Fig. 1: run 1, PDN straps and rails
Pins as bars on the die edge. Tap cells in gray.
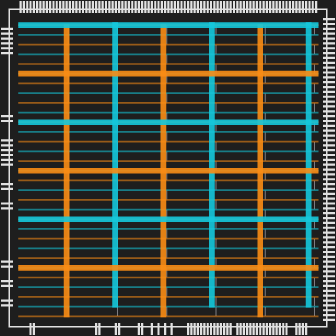
Fig. 2: run 1, cell classes on the final placement
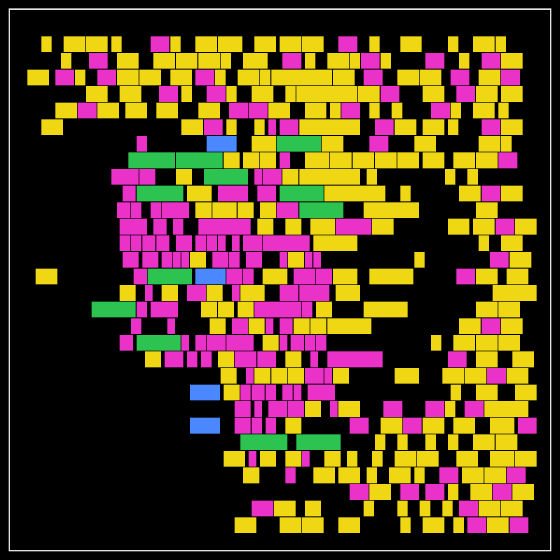
Fig. 3: run 1, clock distribution
The bar under the picture is 20 microns long.
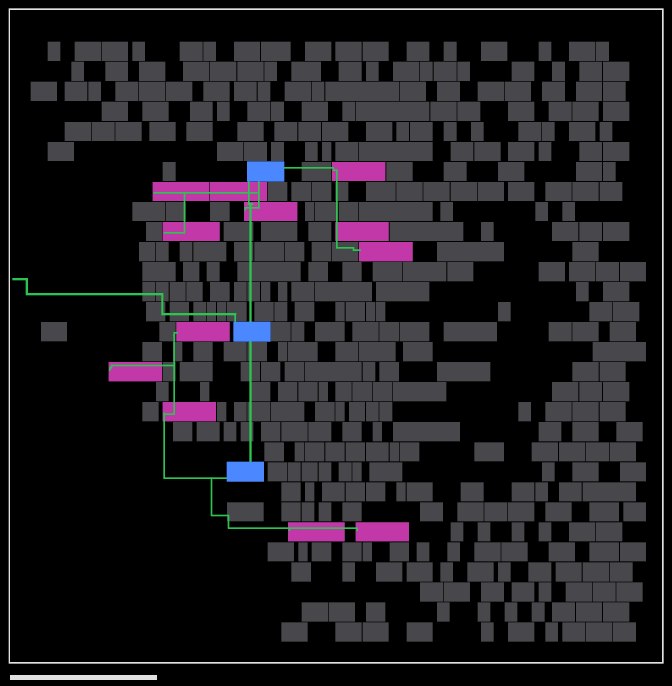
Fig. 4: run 1, signal wires by layer
The bar under the picture is 20 microns long.
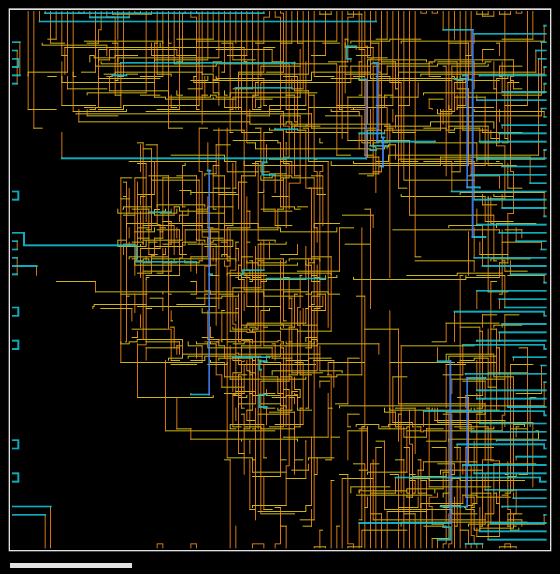
`config.mk`:
```
export PLATFORM = sky130hd
export DESIGN_NAME = mem_arbiter
export DESIGN_NICKNAME = d
export VERILOG_FILES = /design/src/rtl/mem_arb_pkg.sv /design/src/rtl/mem_arbiter.sv
export SDC_FILE = /design/constraint.sdc
export NUM_CORES = 1
export LEC_CHECK = 0
export CAP_MARGIN = 5
export CORE_MARGIN = 2
export CORE_UTILIZATION = 23
export DETAILED_ROUTE_END_ITERATION = 6
export PLACE_DENSITY = 0.79
export SYNTH_ARGS = -nofsm -noshare
export SYNTH_HDL_FRONTEND = slang
export SYNTH_SLANG_ARGS = --single-unit
```
`constraint.sdc`:
```
create_clock -name clk -period 2 [get_ports clk]
set_input_delay 0.4 -clock clk [delete_from_list [all_inputs] [get_ports clk]]
set_output_delay 0.4 -clock clk [all_outputs]
set_load 0.005 [all_outputs]
```
`src/rtl/mem_arb_pkg.sv`:
```
// Types and constants shared by the image-memory arbiter and the requesters that sit on it.
package mem_arb_pkg;

  typedef enum logic [1:0] {
    ARB    = 2'b00,
    LOCK_H = 2'b01,
    LOCK_A = 2'b10
  } owner_t;

  localparam logic REQ_H = 1'b0;
  localparam logic REQ_A = 1'b1;

  localparam int unsigned DEFAULT_ADDR_SIZE = 16;

endpackage

```
`src/rtl/mem_arbiter.sv`:
```
// Two-requester arbiter for the single-port image memory: host transfer port (h_*) and
// accelerator port (a_*), with bounded locked bursts and per-requester read-return routing.
module mem_arbiter
  import mem_arb_pkg::*;
#(
  parameter int unsigned MEMORY_ADDR_SIZE = DEFAULT_ADDR_SIZE,
  parameter int unsigned LOCK_MAX         = 64
) (
  input  logic                        clk,
  input  logic                        reset,
  input  logic                        h_req,
  input  logic                        h_lock,
  input  logic                        h_we,
  input  logic [MEMORY_ADDR_SIZE-1:0] h_addr,
  input  logic [31:0]                 h_dw,
  output logic                        h_gnt,
  output logic                        h_rvalid,
  input  logic                        a_req,
  input  logic                        a_lock,
  input  logic                        a_we,
  input  logic [MEMORY_ADDR_SIZE-1:0] a_addr,
  input  logic [31:0]                 a_dw,
  output logic                        a_gnt,
  output logic                        a_rvalid,
  output logic [31:0]                 rd_data,
  output logic [1:0]                  owner,
  output logic                        mem_en,
  output logic                        mem_we,
  output logic [MEMORY_ADDR_SIZE-1:0] mem_addr,
  output logic [31:0]                 mem_dw,
  input  logic [31:0]                 mem_dr
);

  localparam int unsigned      CNT_W   = $clog2(LOCK_MAX + 1);
  localparam logic [CNT_W-1:0] CNT_MAX = CNT_W'(LOCK_MAX);
  localparam logic [CNT_W-1:0] CNT_ONE = CNT_W'(1);

  owner_t           r_state, w_state_nxt, w_arb_state;
  logic             r_last, w_last_nxt;
  logic [CNT_W-1:0] r_lock_cnt, w_cnt_nxt, w_cnt_inc, w_arb_cnt;
  logic             r_h_rvalid, r_a_rvalid;
  logic             w_arb_h, w_arb_a;
  logic             w_h_gnt, w_a_gnt;

  always_comb begin
    w_h_gnt     = 1'b0;
    w_a_gnt     = 1'b0;
    w_state_nxt = r_state;
    w_cnt_nxt   = r_lock_cnt;

    // Open arbitration: a lone requester wins, a tie goes to whoever was not served last.
    w_arb_h     = h_req && (!a_req || (r_last == REQ_A));
    w_arb_a     = a_req && !w_arb_h;
    w_arb_state = ARB;
    if (w_arb_h && h_lock) begin
      w_arb_state = LOCK_H;
    end else if (w_arb_a && a_lock) begin
      w_arb_state = LOCK_A;
    end
    w_arb_cnt = (w_arb_state == ARB) ? '0 : CNT_ONE;
    w_cnt_inc = (r_lock_cnt == CNT_MAX) ? r_lock_cnt : r_lock_cnt + CNT_ONE;

    // In a lock state the owner's own unlocked access still wins; it closes the lock.
    unique case (r_state)
      LOCK_H: begin
        if (a_req && (r_lock_cnt == CNT_MAX)) begin
          w_a_gnt   = 1'b1;
          w_cnt_nxt = '0;
        end else if (h_req) begin
          w_h_gnt = 1'b1;
          if (h_lock) begin
            if (a_req) w_cnt_nxt = w_cnt_inc;
          end else begin
            w_state_nxt = ARB;
            w_cnt_nxt   = '0;
          end
        end else begin
          w_h_gnt     = w_arb_h;
          w_a_gnt     = w_arb_a;
          w_state_nxt = w_arb_state;
          w_cnt_nxt   = w_arb_cnt;
        end
      end
      LOCK_A: begin
        if (h_req && (r_lock_cnt == CNT_MAX)) begin
          w_h_gnt   = 1'b1;
          w_cnt_nxt = '0;
        end else if (a_req) begin
          w_a_gnt = 1'b1;
          if (a_lock) begin
            if (h_req) w_cnt_nxt = w_cnt_inc;
          end else begin
            w_state_nxt = ARB;
            w_cnt_nxt   = '0;
          end
        end else begin
          w_h_gnt     = w_arb_h;
          w_a_gnt     = w_arb_a;
          w_state_nxt = w_arb_state;
          w_cnt_nxt   = w_arb_cnt;
        end
      end
      default: begin
        w_h_gnt     = w_arb_h;
        w_a_gnt     = w_arb_a;
        w_state_nxt = w_arb_state;
        w_cnt_nxt   = w_arb_cnt;
      end
    endcase

    if (reset) begin
      w_h_gnt = 1'b0;
      w_a_gnt = 1'b0;
    end

    w_last_nxt = r_last;
    if (w_h_gnt) begin
      w_last_nxt = REQ_H;
    end else if (w_a_gnt) begin
      w_last_nxt = REQ_A;
    end
  end

  always_comb begin
    mem_en   = w_h_gnt || w_a_gnt;
    mem_we   = 1'b0;
    mem_addr = '0;
    mem_dw   = '0;
    if (w_h_gnt) begin
      mem_we   = h_we;
      mem_addr = h_addr;
      mem_dw   = h_dw;
    end else if (w_a_gnt) begin
      mem_we   = a_we;
      mem_addr = a_addr;
      mem_dw   = a_dw;
    end
  end

  always_ff @(posedge clk) begin
    if (reset) begin
      r_state    <= ARB;
      r_last     <= REQ_A;
      r_lock_cnt <= '0;
      r_h_rvalid <= 1'b0;
      r_a_rvalid <= 1'b0;
    end else begin
      r_state    <= w_state_nxt;
      r_last     <= w_last_nxt;
      r_lock_cnt <= w_cnt_nxt;
      r_h_rvalid <= w_h_gnt && !h_we;
      r_a_rvalid <= w_a_gnt && !a_we;
    end
  end

  assign h_gnt    = w_h_gnt;
  assign a_gnt    = w_a_gnt;
  assign h_rvalid = r_h_rvalid;
  assign a_rvalid = r_a_rvalid;
  assign rd_data  = mem_dr;
  assign owner    = r_state;

endmodule
```
==> run notes, run 1 <==
Entry: Yosys synthesis followed by OpenROAD place and route.

Finish:
- The run puts the storage element area at 245 sq um.
- The run gives the number of antenna repair diodes as 0.
- The run puts the area added between synthesis and finish at 121%.
- The run gives the number of nets in the finished design as 529.
- Counting only logic cells after layout, the most numerous master is sky130_fd_sc_hd__clkdlybuf4s50_1.
- The layout report lists the multi-input gate area as 1110 sq um.
- The run puts the filler cell count in the final layout at 625.
- The run puts the post-route standard cell area excluding fillers at 3630 sq um.
- The run gives the count of non-filler cells in the finished layout as 484.
- The most common logic cells in the final layout are sky130_fd_sc_hd__clkdlybuf4s50_1, sky130_fd_sc_hd__buf_2, sky130_fd_sc_hd__a22o_1.
- The post-route netlist has 37.1% of its cells at a drive strength greater than 1.

Detailed routing:
- The run puts the total wire length after detailed routing at 8770 microns.
- The run gives the via count as 2394.
- Signal routing reaches up to met4.
- Once detail routing completed, the nets flagged for antenna violations numbered 0.
- The routed design shows a wire length per standard cell of 18.1 microns.
- The run gives the length of routed met2 wiring as 4240 microns.
- The run puts the count of unresolved DRC violations after routing at 0.
- The run gives the count of routing violations after the opening detailed-route iteration as 105.
- The run puts the detailed-routing wirelength on met1 at 3490 microns.
- The run puts the average via count per standard cell at 4.95.
- The run puts the first-pass iteration count of the detailed router at 4.
- The run gives the met3 wire length as 870 microns.

Placed design:
- The run puts the number of I/O port buffers at 159.
- The run puts the total half-perimeter wirelength after legalization and detailed placement at 6100 microns.
- The run puts the worst setup timing slack at the placement stage at -0.873 ns.
- The placement stage leaves a total instance area of 3360 sq um.
- The final weighted congestion recorded by global placement is 0.911.

Die:
- The run puts the effective utilization at floorplan at 24.0%.
- The horizontal die dimension reported for this design is 88.6 microns.
- After floorplanning, the core was divided into 30 placement rows.
- The overall die size recorded for this design is 7850 sq um.
- During I/O placement, the number of pins put on the boundary was 224.

Setup path:
- The run gives the kind of critical path as flip-flop to output port.
- The run gives the depth of the most critical reg-to-reg path as 9.
- The run gives the arrival time of the worst setup path as 2.32 ns.
- The run gives the data required time of the critical path as 1.60 ns.
- The worst setup path is captured at an output port.
- The run gives the type of origin of the critical path as a flip-flop.

Timing:
- After layout, the worst path uses 136% of the clock period.
- The run gives the worst-margin pin slew as 0.291 ns.
- Setup repair after global routing could not meet its margin everywhere.
- Hold-check failures listed in the final report amount to 0.
- The run gives the count of pins over their slew limit as 0.
- The run puts the minimum period implied by the final worst setup slack at 2.72 ns.
- The run puts the smallest setup slack after layout at -0.716 ns.
- The run gives the final setup violation count as 54.
- Derived from the worst setup path, the maximum achievable clock frequency is 368 MHz.
- The run gives the total negative setup slack as -32.98 ns.

Yosys:
- The run gives the number of warning messages in the yosys log as 0.
- sky130_fd_sc_hd__a22o_1 takes more of the synthesized area than any other cell.
- In the post-synthesis netlist, the biggest area contributors are sky130_fd_sc_hd__a22o_1, sky130_fd_sc_hd__buf_4, sky130_fd_sc_hd__dfxtp_1.
- Yosys mapped a number of flops with a built-in enable equal to 0.
- Dividing the synthesized area by the synthesized cell count gives 7.83 sq um.
- The run puts the gate count after technology mapping at 210.
- The run puts the number of standard cells reported by yosys at 210.
- The number of nets in the synthesized netlist is 350.
- The synthesized design devotes to its leading area cell type 26.1% of total area.
- The run gives the leading register cell type out of synthesis as sky130_fd_sc_hd__dfxtp_1.
- Yosys reported a register bit count of 12.

Power:
- The run gives the overall power after layout as 1.34 mW.
- Summed over all cells, the static leakage comes to 1.58 nW.
- The run puts the power per cell area at 368 nW/um^2.

Global route:
- The run gives the number of antenna violations at the first check in global routing as 0.
- The run gives the met1 track demand over resource as 24.0%.
- The run puts the number of global-route vias before repair at 2257.
- The run gives the overall routing resource usage as 19.7%.
- The global routing report lists met3 layer usage as 5.22%.
- The run puts the global-route track usage on met2 at 34.2%.
- The first global-routing pass estimated 12000 microns of wire.
- The global routing stage identified its most utilized layer as met2.
- The total overflow left after global routing is 0.
- Entering global routing, the biggest net connects 19 pins.

Clocking:
- The run gives the number of buffers created by CTS as 3.
- The run gives the cell at the root of the clock tree as sky130_fd_sc_hd__clkbuf_8.
- The run gives the clock tree from TritonCTS as built.
- CTS built an H-tree with a depth of 1.
- The run gives the number of sinks handled by clock tree synthesis as 12.
- The clock passes through at most 2 buffers.
- On the reported timing paths, the clock transition at the registers reads 0.06 ns.

Flow run:
- The run gives the warning total across the stage logs as 31.
- The run puts the max-cap violation count at 0.

Min path:
- The path class of the tightest hold or removal check is flip-flop to flip-flop.

Run status:
- The final reports fail on setup timing.
- The run finished, with violations left.
-- Fig. 1 (at the start) --
| net | color |
|---|---|
| VSS | orange |
| VDD | cyan |
rows: 30
met1 rails: 31
met4 straps: 6
signal pins: 224
tap cells: 96
Max IR drop VDD: 0.000187 V
Chip Height: 88.6 microns
core footprint: 6870 sq um

-- Fig. 2 (at the start) --
| class | color | cells | share of their area |
|---|---|---|---|
| other buffers and delay cells | yellow | 224 | 59% |
| combinational and other logic | magenta | 148 | 33% |
| clock drivers and dummy loads | blue | 4 | 1.6% |
| flops | green | 12 | 7.0% |

-- Fig. 3 (at the start) --
[clock wires] green | length: 208 microns
[flip-flops] magenta | count: 12
[clock drivers] blue | count: 3
routed clock nets: 4
clock insertion delay at the later pin of the skew report: 0.25 ns
share of power burned in the clock network: 20.5%
worst clock skew: 0.00397 ns
power drawn by the clock network: 0.274 mW

-- Fig. 4 (at the start) --
| layer | color | wire length |
|---|---|---|
| metal 4 | blue | 167 microns |
| metal 2 | orange | 4240 microns |
| metal 3 | cyan | 870 microns |
| metal 1 | yellow | 3490 microns |

[run 1: cells by family after synthesis]
family                     after synthesis  synth area share, %
buffers and inverters                   58                 24.0
and+or+nand+nor                         45                 15.5
muxes                                    1                0.608
DFF                                     12                 14.6
adders and majority gates                4                 3.04
AOI/OAI and AO/OA                       90                 42.2
[run 1: sequential cells by signal (all words and copies together) (netlist names)]
| name | cells |
|---|---|
| r_lock_cnt | 7 |
| owner | 2 |
| h_rvalid | 1 |
| r_last | 1 |
| a_rvalid | 1 |
[run 1: cells in the mapped netlist (all sizes together) (2+ instances only)]
| library cell | count |
|---|---|
| a211oi | 2 |
| a21oi | 12 |
| a22o | 49 |
| a31oi | 2 |
| and3 | 2 |
| buf | 44 |
| clkbuf | 6 |
| dfxtp | 12 |
| ha | 4 |
| inv | 8 |
| nand2 | 8 |
| nand2b | 5 |
| nand3 | 7 |
| nor2 | 7 |
| nor2b | 3 |
| nor3 | 4 |
| nor3b | 3 |
| o211ai | 4 |
| o21ai | 9 |
| o21bai | 2 |
| o31ai | 2 |
[run 1: worst max-delay path, cell delays in order (launching register included)]
cell	delay, ns
sky130_fd_sc_hd__dfxtp_2	0.32
sky130_fd_sc_hd__or4b_4	0.56
sky130_fd_sc_hd__buf_6	0.14
sky130_fd_sc_hd__nor4_4	0.15
sky130_fd_sc_hd__o21ai_2	0.11
sky130_fd_sc_hd__a21oi_4	0.20
sky130_fd_sc_hd__buf_12	0.14
sky130_fd_sc_hd__buf_12	0.12
sky130_fd_sc_hd__buf_12	0.10
sky130_fd_sc_hd__a22o_1	0.12
sky130_fd_sc_hd__buf_2	0.12
[run 1: area by class of cell]
class / count / share of cell area (%)
multi-input cells: 140 / 30.7
flip-flops and latches: 12 / 6.75
repair buffers: 224 / 56.9
well taps: 96 / 3.31
inverters: 8 / 0.827
clock buffers: 4 / 1.52
[run 1: stage by stage]
stage / utilization (%) / hold WS (ns)
floorplan: - / 0.476
global placement: 48.9 / 0.559
detailed placement: 48.9 / 0.565
CTS: 52.0 / 0.553
global route: 52.9 / 0.594
finish: 52.9 / 0.544
[run 1: power breakdown]
part	switching (mW)	total, mW	internal [mW]	leakage (nW)
clock network	0.0991	0.274	0.174	0.0288
logic	0.292	0.805	0.513	1.46
registers	0.00854	0.257	0.248	0.0995
total	0.400	1.34	0.936	1.58
[run 1: what timing repair did]
| action | 4_1_cts | 5_1_grt |
|---|---|---|
| gates resized | 233 | 16 |
| gates cloned | 6 | 1 |
| hold buffers | 0 | 0 |
| setup endpoints to repair | 52 | 60 |
| buffers inserted | 15 | 5 |
| pin swaps | 48 | 18 |
[run 1: final timing paths]
kind                              startpoint               endpoint  slack (ns)
hold reg to reg        owner[0]$_SDFFE_PP0P_  owner[0]$_SDFFE_PP0P_        0.54
hold / removal         owner[0]$_SDFFE_PP0P_  owner[0]$_SDFFE_PP0P_        0.54
setup / recovery  r_lock_cnt[2]$_SDFFE_PP0P_             mem_dw[18]       -0.72
setup reg to reg  r_lock_cnt[4]$_SDFFE_PP0P_    r_last$_SDFFE_PP1P_        0.04
==> run 1 -> run 2 <==
Settings changed: CTS_BUF_LIST from default to sky130_fd_sc_hd__clkbuf_8, CTS_CLUSTER_SIZE from default to 14.
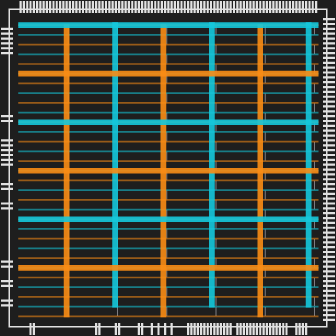
Fig. 5. PDN straps and rails (run 2).
Pins as bars on the die edge. Tap cells in gray.
| net | color |
|---|---|
| VDD | cyan |
| VSS | orange |
met5 straps: 6
tap cells: 96
met4 straps: 6

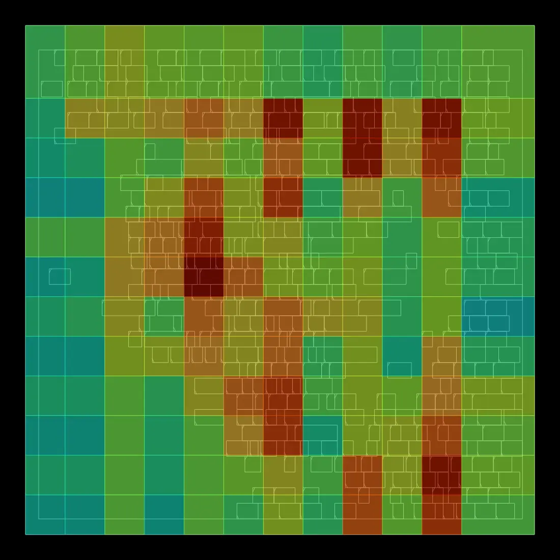
Fig. 6. Track usage over the die (run 2).
wire length per cell after detailed routing: 18.1 microns
GR Util met3: 5.22%
global router's overall resource usage: 19.7%
Most Used Layer, Global Route: met2

==> run notes, run 2 <==
Entry: Yosys synthesis followed by OpenROAD place and route.

Run status:
- Violated checks: setup timing (unchanged).
- Result of the run: finished, violations left (unchanged).

Finish:
- The run puts the count of non-filler cells in the finished layout at 484 (unchanged).
- The proportion of layout cells with a drive suffix above 1 was 37.1% (unchanged).
- The number of antenna repair diodes is 0 (unchanged).
- The run gives the register bank with the most flops as r_lock_cnt (unchanged).
- Most frequent cells in the layout: sky130_fd_sc_hd__clkdlybuf4s50_1, sky130_fd_sc_hd__buf_2, sky130_fd_sc_hd__a22o_1 (unchanged).
- The number of nets in the finished design is 529 (unchanged).
- The run puts the final cell utilization of the core at 52.9% (unchanged).
- The most instantiated logic cell after routing is sky130_fd_sc_hd__clkdlybuf4s50_1 (unchanged).
- The run puts the filler cell count in the final layout at 625 (unchanged).

Yosys:
- The run gives the most numerous cell in the Yosys netlist as sky130_fd_sc_hd__a22o_1 (unchanged).
- Most used standard cells in the synthesized netlist: sky130_fd_sc_hd__a22o_1, sky130_fd_sc_hd__buf_4, sky130_fd_sc_hd__dfxtp_1 (unchanged).
- The run puts the average cell area after synthesis at 7.83 sq um (unchanged).
- The cell accounting for the most synthesized area is sky130_fd_sc_hd__a22o_1 (unchanged).
- The leading register cell type out of synthesis was sky130_fd_sc_hd__dfxtp_1 (unchanged).
- The run puts the synthesized net count at 350 (unchanged).
- The number of warning messages in the yosys log came to 0 (unchanged).
- The run gives the number of standard cells reported by yosys as 210 (unchanged).
- Biggest area cells: sky130_fd_sc_hd__a22o_1, sky130_fd_sc_hd__buf_4, sky130_fd_sc_hd__dfxtp_1 (unchanged).
- The run puts the synthesis-stage register bit count at 12 (unchanged).
- The run gives the count of flip-flops with a built-in enable after synthesis as 0 (unchanged).
- The run puts the share of the synthesized area in the top cell type at 26.1% (unchanged).

Die:
- The cell row count came to 30 (unchanged).
- The run puts the vertical die size at 88.6 microns (unchanged).
- The run puts the horizontal die size at 88.6 microns (unchanged).
- The run puts the effective utilization at floorplan at 24.0% (unchanged).
- The run puts the total die size at 7850 sq um (unchanged).
- The run gives the number of top-level pins as 224 (unchanged).

Power:
- The run gives the maximum VDD drop as 0.000187 V (unchanged).
- The overall power after layout came to 1.34 mW (unchanged).
- The static leakage came to 1.58 nW (unchanged).
- The power per cell area was 368 nW/um^2 (unchanged).

Setup path:
- The run puts the arrival time of the worst setup path at 2.32 ns (about the same).
- The run gives the type of origin of the critical path as a flip-flop (unchanged).
- The run gives the timing startpoint of the critical path as r_lock_cnt[2]$_SDFFE_PP0P_ (unchanged).
- The run gives the startpoint of the most critical register-to-register path as r_lock_cnt[4]$_SDFFE_PP0P_ (unchanged).
- The run puts the data required time of the critical path at 1.60 ns (about the same).
- The capturing element type of the critical path is an output port (unchanged).

Timing:
- Unrepaired setup endpoints after global routing: yes (unchanged).
- The run puts the count of pins over their slew limit at 0 (unchanged).
- The run gives the top achievable clock speed as 368 MHz (unchanged).
- The final-report hold violation count came to 0 (unchanged).
- The final setup violation count was 54 (unchanged).
- The run puts the worst-margin pin slew at 0.291 ns (unchanged).
- The smallest setup slack after layout is -0.716 ns (unchanged).
- The run puts the minimum period implied by the final worst setup slack at 2.72 ns (unchanged).
- The run gives the final cycle utilization of the critical path as 136% (unchanged).
- The worst setup skew after layout is 0.00397 ns (unchanged).

Placed design:
- The total half-perimeter wirelength after legalization and detailed placement came to 6100 microns (unchanged).
- The run gives the worst setup timing slack at the placement stage as -0.873 ns (unchanged).
- The number of I/O port buffers is 159 (unchanged).

Detailed routing:
- The count of unresolved DRC violations after routing is 0 (unchanged).
- The run puts the count of routing violations after the opening detailed-route iteration at 105 (unchanged).
- The remaining antenna violation count came to 0 (unchanged).
- The run puts the first-pass iteration count of the detailed router at 4 (unchanged).
- The run gives the average via count per standard cell as 4.95 (unchanged).

Clocking:
- The run puts the clock-pin slew of the registers on the worst-case setup and hold paths at 0.06 ns (about the same).
- The run gives the number of sinks handled by clock tree synthesis as 12 (unchanged).
- The number of buffers created by CTS is 3 (unchanged).
- The number of levels the H-tree was split into came to 1 (unchanged).
- The run puts the clock latency at the later pin of the worst-skew pair at 0.25 ns (about the same).
- The cell at the root of the clock tree is sky130_fd_sc_hd__clkbuf_8 (unchanged).
- The run gives the clock tree from TritonCTS as built (unchanged).
- The run puts the deepest clock path buffer count at 2 (unchanged).

Flow run:
- The run gives the warning total across the stage logs as 31 (unchanged).
- The max-cap violation count was 0 (unchanged).

Global route:
- The run gives the number of global-route vias before repair as 2257 (unchanged).
- The number of antenna violations at the first check in global routing is 0 (unchanged).
- The run puts the global-route wire length before repair at 12000 microns (unchanged).

Min path:
- The run gives the launch point of the worst hold path as owner[0]$_SDFFE_PP0P_ (unchanged).
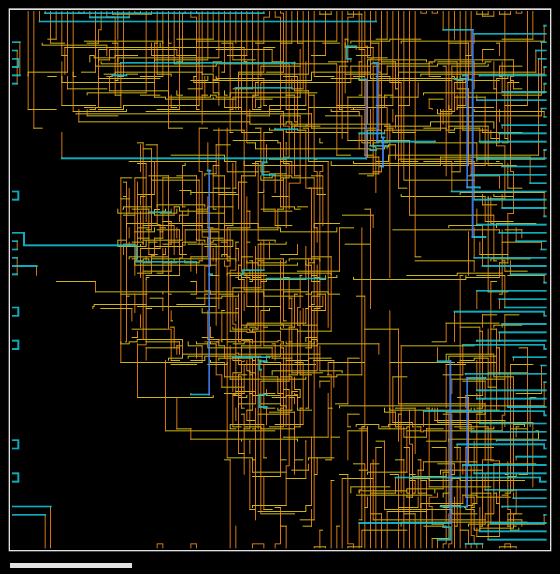
Fig. 7. Signal wires by layer (run 2).
The bar under the picture is 20 microns long.
| layer | color | wire length |
|---|---|---|
| metal 4 | blue | 167 microns |
| metal 1 | yellow | 3490 microns |
| metal 2 | orange | 4240 microns |
| metal 3 | cyan | 870 microns |
total via count after detailed routing: 2394
wirelength, routed: 8770 microns

==> run 2: cell counts in the layout (fill, tap and decap cells not counted) <==
Identical to the previous run, type by type.
==> run 2: worst paths after layout <==
path                           endpoint  slack [ns]  cells after the start
setup / recovery             mem_dw[18]       -0.72                     10
hold / removal    owner[0]$_SDFFE_PP0P_        0.54                      2
setup reg to reg    r_last$_SDFFE_PP1P_        0.04                      9
hold reg to reg   owner[0]$_SDFFE_PP0P_        0.54                      2
==> run 2: area by class of cell <==
cell class,instances,area (sq um),share of cell area [%]
timing repair buffer,224,2070,56.9
multi-input combinational,140,1110,30.7
inverter,8,30.0,0.827
tap,96,120,3.31
sequential,12,245,6.75
clock buffer,4,55.1,1.52
==> run 2: worst max-delay path, stage by stage, from the launching register on <==
cell                      delay, ns
sky130_fd_sc_hd__dfxtp_2       0.32
sky130_fd_sc_hd__or4b_4        0.56
sky130_fd_sc_hd__buf_6         0.14
sky130_fd_sc_hd__nor4_4        0.15
sky130_fd_sc_hd__o21ai_2       0.11
sky130_fd_sc_hd__a21oi_4       0.20
sky130_fd_sc_hd__buf_12        0.14
sky130_fd_sc_hd__buf_12        0.12
sky130_fd_sc_hd__buf_12        0.10
sky130_fd_sc_hd__a22o_1        0.12
sky130_fd_sc_hd__buf_2         0.12
==> run 2: through the flow <==
step                      cell area [sq um]  hold slack, ns
final                                  3630           0.544
after global routing                   3630           0.594
after CTS                              3570           0.553
after detailed placement               3360           0.565
after global placement                 3360           0.559
after floorplan                        1650           0.476
==> run 2: kinds of logic after synthesis <==
| group | count (synthesis) | share of synthesized area, % |
|---|---|---|
| AND-OR/OR-AND | 90 | 42.2 |
| buffers and inverters | 58 | 24.0 |
| AND/OR/NAND/NOR | 45 | 15.5 |
| flip-flops | 12 | 14.6 |
| adder cells (fa/ha/maj) | 4 | 3.04 |
| multiplexers | 1 | 0.608 |
==> run 2: layer usage <==
metal	up-vias	part of all wire, %	track usage (%)
li1	1126	-	-
met1	1116	40	24.0
met2	135	48	34.2
met3	17	9.9	5.22
met4	0	1.9	5.37
met5	-	0	0
==> run 2: repair_timing <==
action,4_1_cts,5_1_grt
pin swaps,48,18
gates cloned,6,1
endpoints found under the hold margin,0,0
resized,233,16
setup buffers,15,5
endpoints found under the setup margin,52,60
==> run 2: report_power, final <==
part           switching [mW]  total, mW  internal (mW)
Combinational           0.292      0.805          0.513
Sequential            0.00854      0.257          0.248
Clock                  0.0991      0.274          0.174
Total                   0.400       1.34          0.936
Fig. 8: run 2, clock distribution
The bar under the picture is 20 microns long.
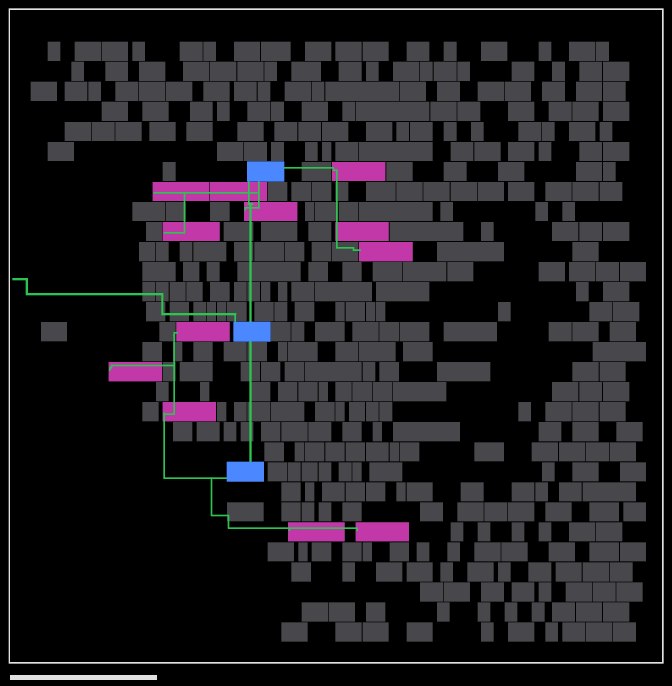

==> run 2 -> run 3 <==
Settings changed: GPL_TIMING_DRIVEN from default to 0.
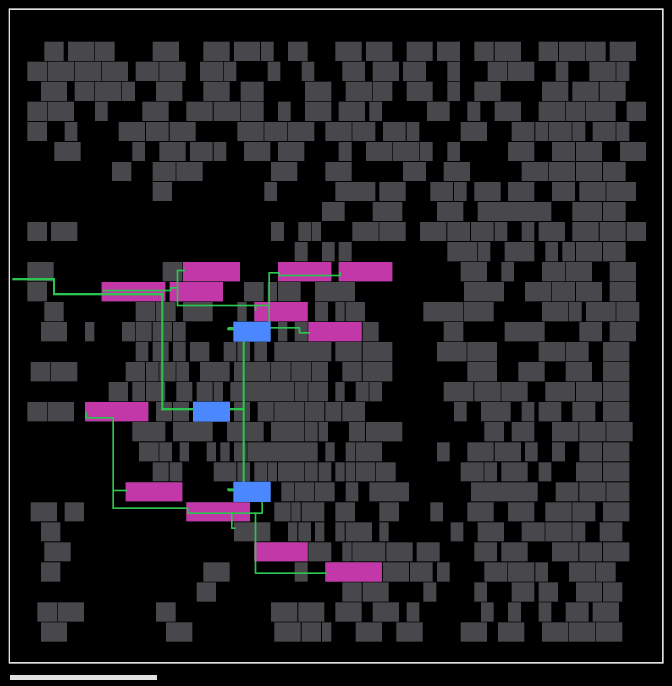
Fig. 9. Clock distribution (run 3).
The bar under the picture is 20 microns long.
[clock wires] green | length: 189 microns
[flip-flops] magenta | count: 12
[clock drivers] blue | count: 3
routed clock nets: 4
share of power burned in the clock network: 20.0%
clock insertion delay at the later pin of the skew report: 0.24 ns
power drawn by the clock network: 0.266 mW

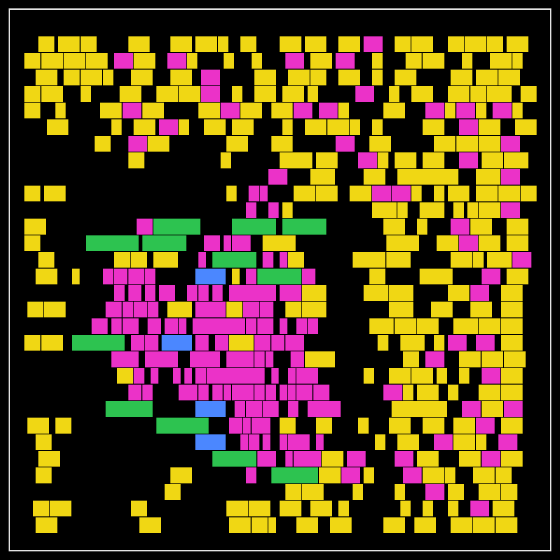
Fig. 10. Cell classes on the final placement (run 3).
| class | color | cells | share of their area |
|---|---|---|---|
| flops | green | 12 | 6.8% |
| clock drivers and dummy loads | blue | 4 | 1.5% |
| combinational and other logic | magenta | 148 | 30% |
| other buffers and delay cells | yellow | 262 | 62% |
final core utilization: 56.2%
placement row count: 30

==> run notes, run 3 <==
Entry: Yosys synthesis followed by OpenROAD place and route.

Setup path:
- The capturing instance or port of the critical path was mem_dw[13] (was mem_dw[18]).
- The timing startpoint of the critical path was r_lock_cnt[3]$_SDFFE_PP0P_ (was r_lock_cnt[2]$_SDFFE_PP0P_).
- The capturing element type of the critical path is an output port (unchanged).
- The buffer and inverter count on the worst path was 7 (was 5).
- The delay of the slowest cell on the worst path was 0.35 ns (was 0.56 ns).
- The slack of the worst reg-to-reg path is 0.06 ns (was 0.04 ns).
- The run gives the type of origin of the critical path as a flip-flop (unchanged).
- The kind of cell adding the most delay to the critical path was buffers and inverters (was simple AND/OR/NAND/NOR gates).
- The kind of critical path is flip-flop to output port (unchanged).
- The run gives the number of cells on the critical path as 12 (was 10).
- The endpoint of the lowest-slack register-to-register path is r_lock_cnt[4]$_SDFFE_PP0P_ (was r_last$_SDFFE_PP1P_).
- The critical path's most frequent cell was sky130_fd_sc_hd__buf_6 (was sky130_fd_sc_hd__buf_12).
- The data required time of the critical path was 1.60 ns (about the same).
- The run gives the critical-path cell with the highest stage delay as sky130_fd_sc_hd__dfxtp_4 (was sky130_fd_sc_hd__or4b_4).
- The arrival time of the worst setup path is 2.34 ns (was 2.32 ns).
- Critical path cell sequence: buf_6, nor4b_4, buf_4, a211oi_2, o21ai_1, a21oi_2, buf_6, buf_4, buf_6, buf_6, a22o_1, buf_2 (was or4b_4, buf_6, nor4_4, o21ai_2, a21oi_4, buf_12, buf_12, buf_12, a22o_1, buf_2).
- The run puts the depth of the most critical reg-to-reg path at 5 (was 9).

Yosys:
- The synthesis-stage register bit count is 12 (unchanged).
- The synthesized net count is 350 (unchanged).
- The leading register cell type out of synthesis is sky130_fd_sc_hd__dfxtp_1 (unchanged).
- The cell accounting for the most synthesized area is sky130_fd_sc_hd__a22o_1 (unchanged).
- The average cell area after synthesis was 7.83 sq um (unchanged).
- The count of flip-flops with a built-in enable after synthesis came to 0 (unchanged).
- Most used standard cells in the synthesized netlist: sky130_fd_sc_hd__a22o_1, sky130_fd_sc_hd__buf_4, sky130_fd_sc_hd__dfxtp_1 (unchanged).
- Biggest area cells: sky130_fd_sc_hd__a22o_1, sky130_fd_sc_hd__buf_4, sky130_fd_sc_hd__dfxtp_1 (unchanged).
- The run gives the most numerous cell in the Yosys netlist as sky130_fd_sc_hd__a22o_1 (unchanged).
- The number of standard cells reported by yosys was 210 (unchanged).
- The share of the synthesized area in the top cell type is 26.1% (unchanged).
- The run puts the gate count after technology mapping at 210 (unchanged).

Finish:
- The run puts the number of nets in the finished design at 567 (was 529).
- The most instantiated logic cell after routing was sky130_fd_sc_hd__clkdlybuf4s50_1 (unchanged).
- The run gives the proportion of layout cells with a drive suffix above 1 as 34.0% (was 37.1%).
- The number of flip-flops in the largest register came to 7 (unchanged).
- The run gives the area added between synthesis and finish as 135% (was 121%).
- The number of antenna repair diodes was 0 (unchanged).
- Most frequent cells in the layout: sky130_fd_sc_hd__clkdlybuf4s50_1, sky130_fd_sc_hd__buf_2, sky130_fd_sc_hd__a22o_1 (unchanged).

Timing:
- The run puts the smallest setup slack after layout at -0.736 ns (was -0.716 ns).
- Unrepaired setup endpoints after global routing: yes (unchanged).
- The run gives the count of pins over their slew limit as 0 (unchanged).
- The run gives the final cycle utilization of the critical path as 137% (was 136%).
- The run gives the worst setup skew after layout as 0.000456 ns (was 0.00397 ns).
- The run gives the minimum period implied by the final worst setup slack as 2.74 ns (was 2.72 ns).
- The run puts the final setup violation count at 52 (was 54).
- The worst-margin pin slew came to 0.469 ns (was 0.291 ns).
- The run puts the top achievable clock speed at 366 MHz (was 368 MHz).
- The final-report hold violation count came to 0 (unchanged).

Clocking:
- The deepest clock path buffer count came to 2 (unchanged).
- The clock-pin slew of the registers on the worst-case setup and hold paths is 0.05 ns (was 0.06 ns).
- The clock tree from TritonCTS is built (unchanged).
- The number of buffers created by CTS was 3 (unchanged).
- The run puts the number of levels the H-tree was split into at 1 (unchanged).
- The run gives the number of hold-repair buffers added at the cts stage as 0 (unchanged).
- The number of sinks handled by clock tree synthesis was 12 (unchanged).

Detailed routing:
- The run gives the count of routing violations after the opening detailed-route iteration as 68 (was 105).
- The run gives the count of unresolved DRC violations after routing as 0 (unchanged).
- The run puts the first-pass iteration count of the detailed router at 4 (unchanged).
- The run gives the average via count per standard cell as 4.72 (was 4.95).
- The remaining antenna violation count was 0 (unchanged).

Die:
- The run puts the effective utilization at floorplan at 24.0% (unchanged).
- The number of top-level pins was 224 (unchanged).
- The run puts the vertical die size at 88.6 microns (unchanged).
- The run gives the area inside the core boundary as 6870 sq um (unchanged).
- The run puts the horizontal die size at 88.6 microns (unchanged).
- The run puts the total die size at 7850 sq um (unchanged).

Flow run:
- The run gives the max-cap violation count as 0 (unchanged).
- The warning total across the stage logs came to 31 (unchanged).

Global route:
- The number of antenna violations at the first check in global routing is 0 (unchanged).
- The pin count of the biggest net entering global routing came to 11 (was 19).
- The run puts the global-route wire length before repair at 11700 microns (was 12000 microns).
- The run puts the global route total overflow at 0 (unchanged).

Run status:
- Violated checks: setup timing (unchanged).
- Result of the run: finished, violations left (unchanged).

Placed design:
- The total half-perimeter wirelength after legalization and detailed placement came to 6760 microns (was 6100 microns).
- The final estimated routing congestion in global placement is 0.860 (was 0.911).
- The run puts the worst setup timing slack at the placement stage at -1.01 ns (was -0.873 ns).
- The run gives the number of I/O port buffers as 189 (was 159).

Power:
- The run gives the maximum VDD drop as 0.000181 V (was 0.000187 V).
- The run gives the power per cell area as 345 nW/um^2 (was 368 nW/um^2).
- The run puts the static leakage at 1.70 nW (was 1.58 nW).
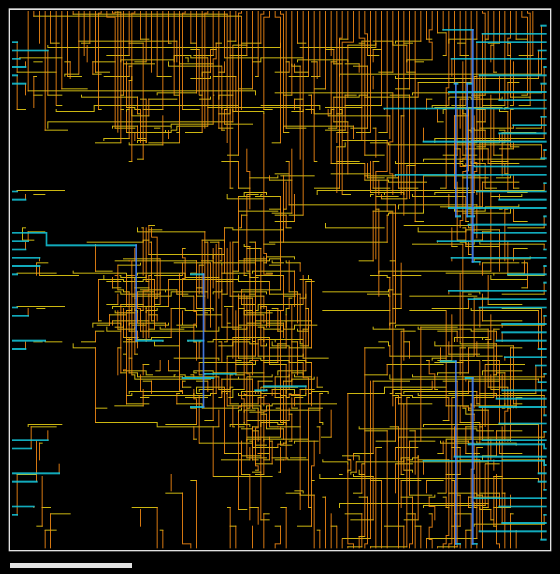
Fig. 11. Signal wires by layer (run 3).
The bar under the picture is 20 microns long.
wire length per cell after detailed routing: 16.6 microns
global router's overall resource usage: 18.8%
wirelength, routed: 8670 microns
total via count after detailed routing: 2462

[run 3: cell families (layout without fill, tap and decap cells)]
kind of cell,count (synthesis),count (layout),synth area share [%]
muxes,1,1,0.608
DFF,12,12,14.6
adders and majority gates,4,4,3.04
buffers and inverters,58,274,24.0
and+or+nand+nor,45,45,15.5
AOI/OAI and AO/OA,90,90,42.2
[run 3: worst min-delay path by stage]
stage,start,endpoint,depth (start not counted)
after floorplan,owner[1]$_SDFFE_PP0P_,owner[1]$_SDFFE_PP0P_,2
after CTS,r_lock_cnt[1]$_SDFFE_PP0P_,r_lock_cnt[1]$_SDFFE_PP0P_,2
final,r_lock_cnt[1]$_SDFFE_PP0P_,r_lock_cnt[1]$_SDFFE_PP0P_,2
after global routing,r_lock_cnt[1]$_SDFFE_PP0P_,r_lock_cnt[1]$_SDFFE_PP0P_,2
after detailed placement,owner[1]$_SDFFE_PP0P_,owner[1]$_SDFFE_PP0P_,2
after global placement,owner[1]$_SDFFE_PP0P_,owner[1]$_SDFFE_PP0P_,2
[run 3: through the flow]
stage               cell area (sq um)  setup TNS (ns)  instances  hold WS (ns)  power [mW]
finish                           3860          -34.76        522         0.501        1.33
global route                     3860          -40.97        522         0.525        1.40
CTS                              3790          -33.52        518         0.499        1.32
detailed placement               3670          -48.40        495         0.502        1.06
global placement                 3670          -46.21        495         0.484        1.06
floorplan                        1650           -7.61        210         0.476       0.553
[run 3: cell type report]
| class | count | area [sq um] |
|---|---|---|
| fillers | 638 | 3010 |
| multi-input cells | 140 | 1080 |
| well taps | 96 | 120 |
| repair buffers | 214 | 1910 |
| clock buffers | 4 | 55.1 |
| flip-flops and latches | 12 | 255 |
| plain buffers | 48 | 412 |
| inverters | 8 | 30.0 |
[run 3: repair_timing]
action	4_1_cts	5_1_grt
gates cloned	2	1
buffers inserted	18	4
endpoints found under the hold margin	0	0
pin swaps	23	27
gates resized	250	10
setup endpoints to repair	58	58
[run 3: layer usage]
layer / vias up / wire [microns] / track usage (%)
met4: 0 / 176 / 4.82
met5: - / 0 / 0
met2: 109 / 4480 / 34.3
met3: 15 / 607 / 2.89
met1: 1136 / 3410 / 22.8
li1: 1202 / - / -
[run 3: worst min-delay path, cell delays in order, from the launching register on]
cell,delay [ns]
sky130_fd_sc_hd__dfxtp_2,0.34
sky130_fd_sc_hd__nand2b_1,0.07
sky130_fd_sc_hd__a21oi_1,0.05
[run 3: power breakdown]
group / total [mW] / switching (mW) / internal [mW]
Clock: 0.266 / 0.0919 / 0.174
Sequential: 0.255 / 0.00992 / 0.245
Combinational: 0.809 / 0.281 / 0.528
Power figures rest on the tool's default switching activity, not on a simulated workload.
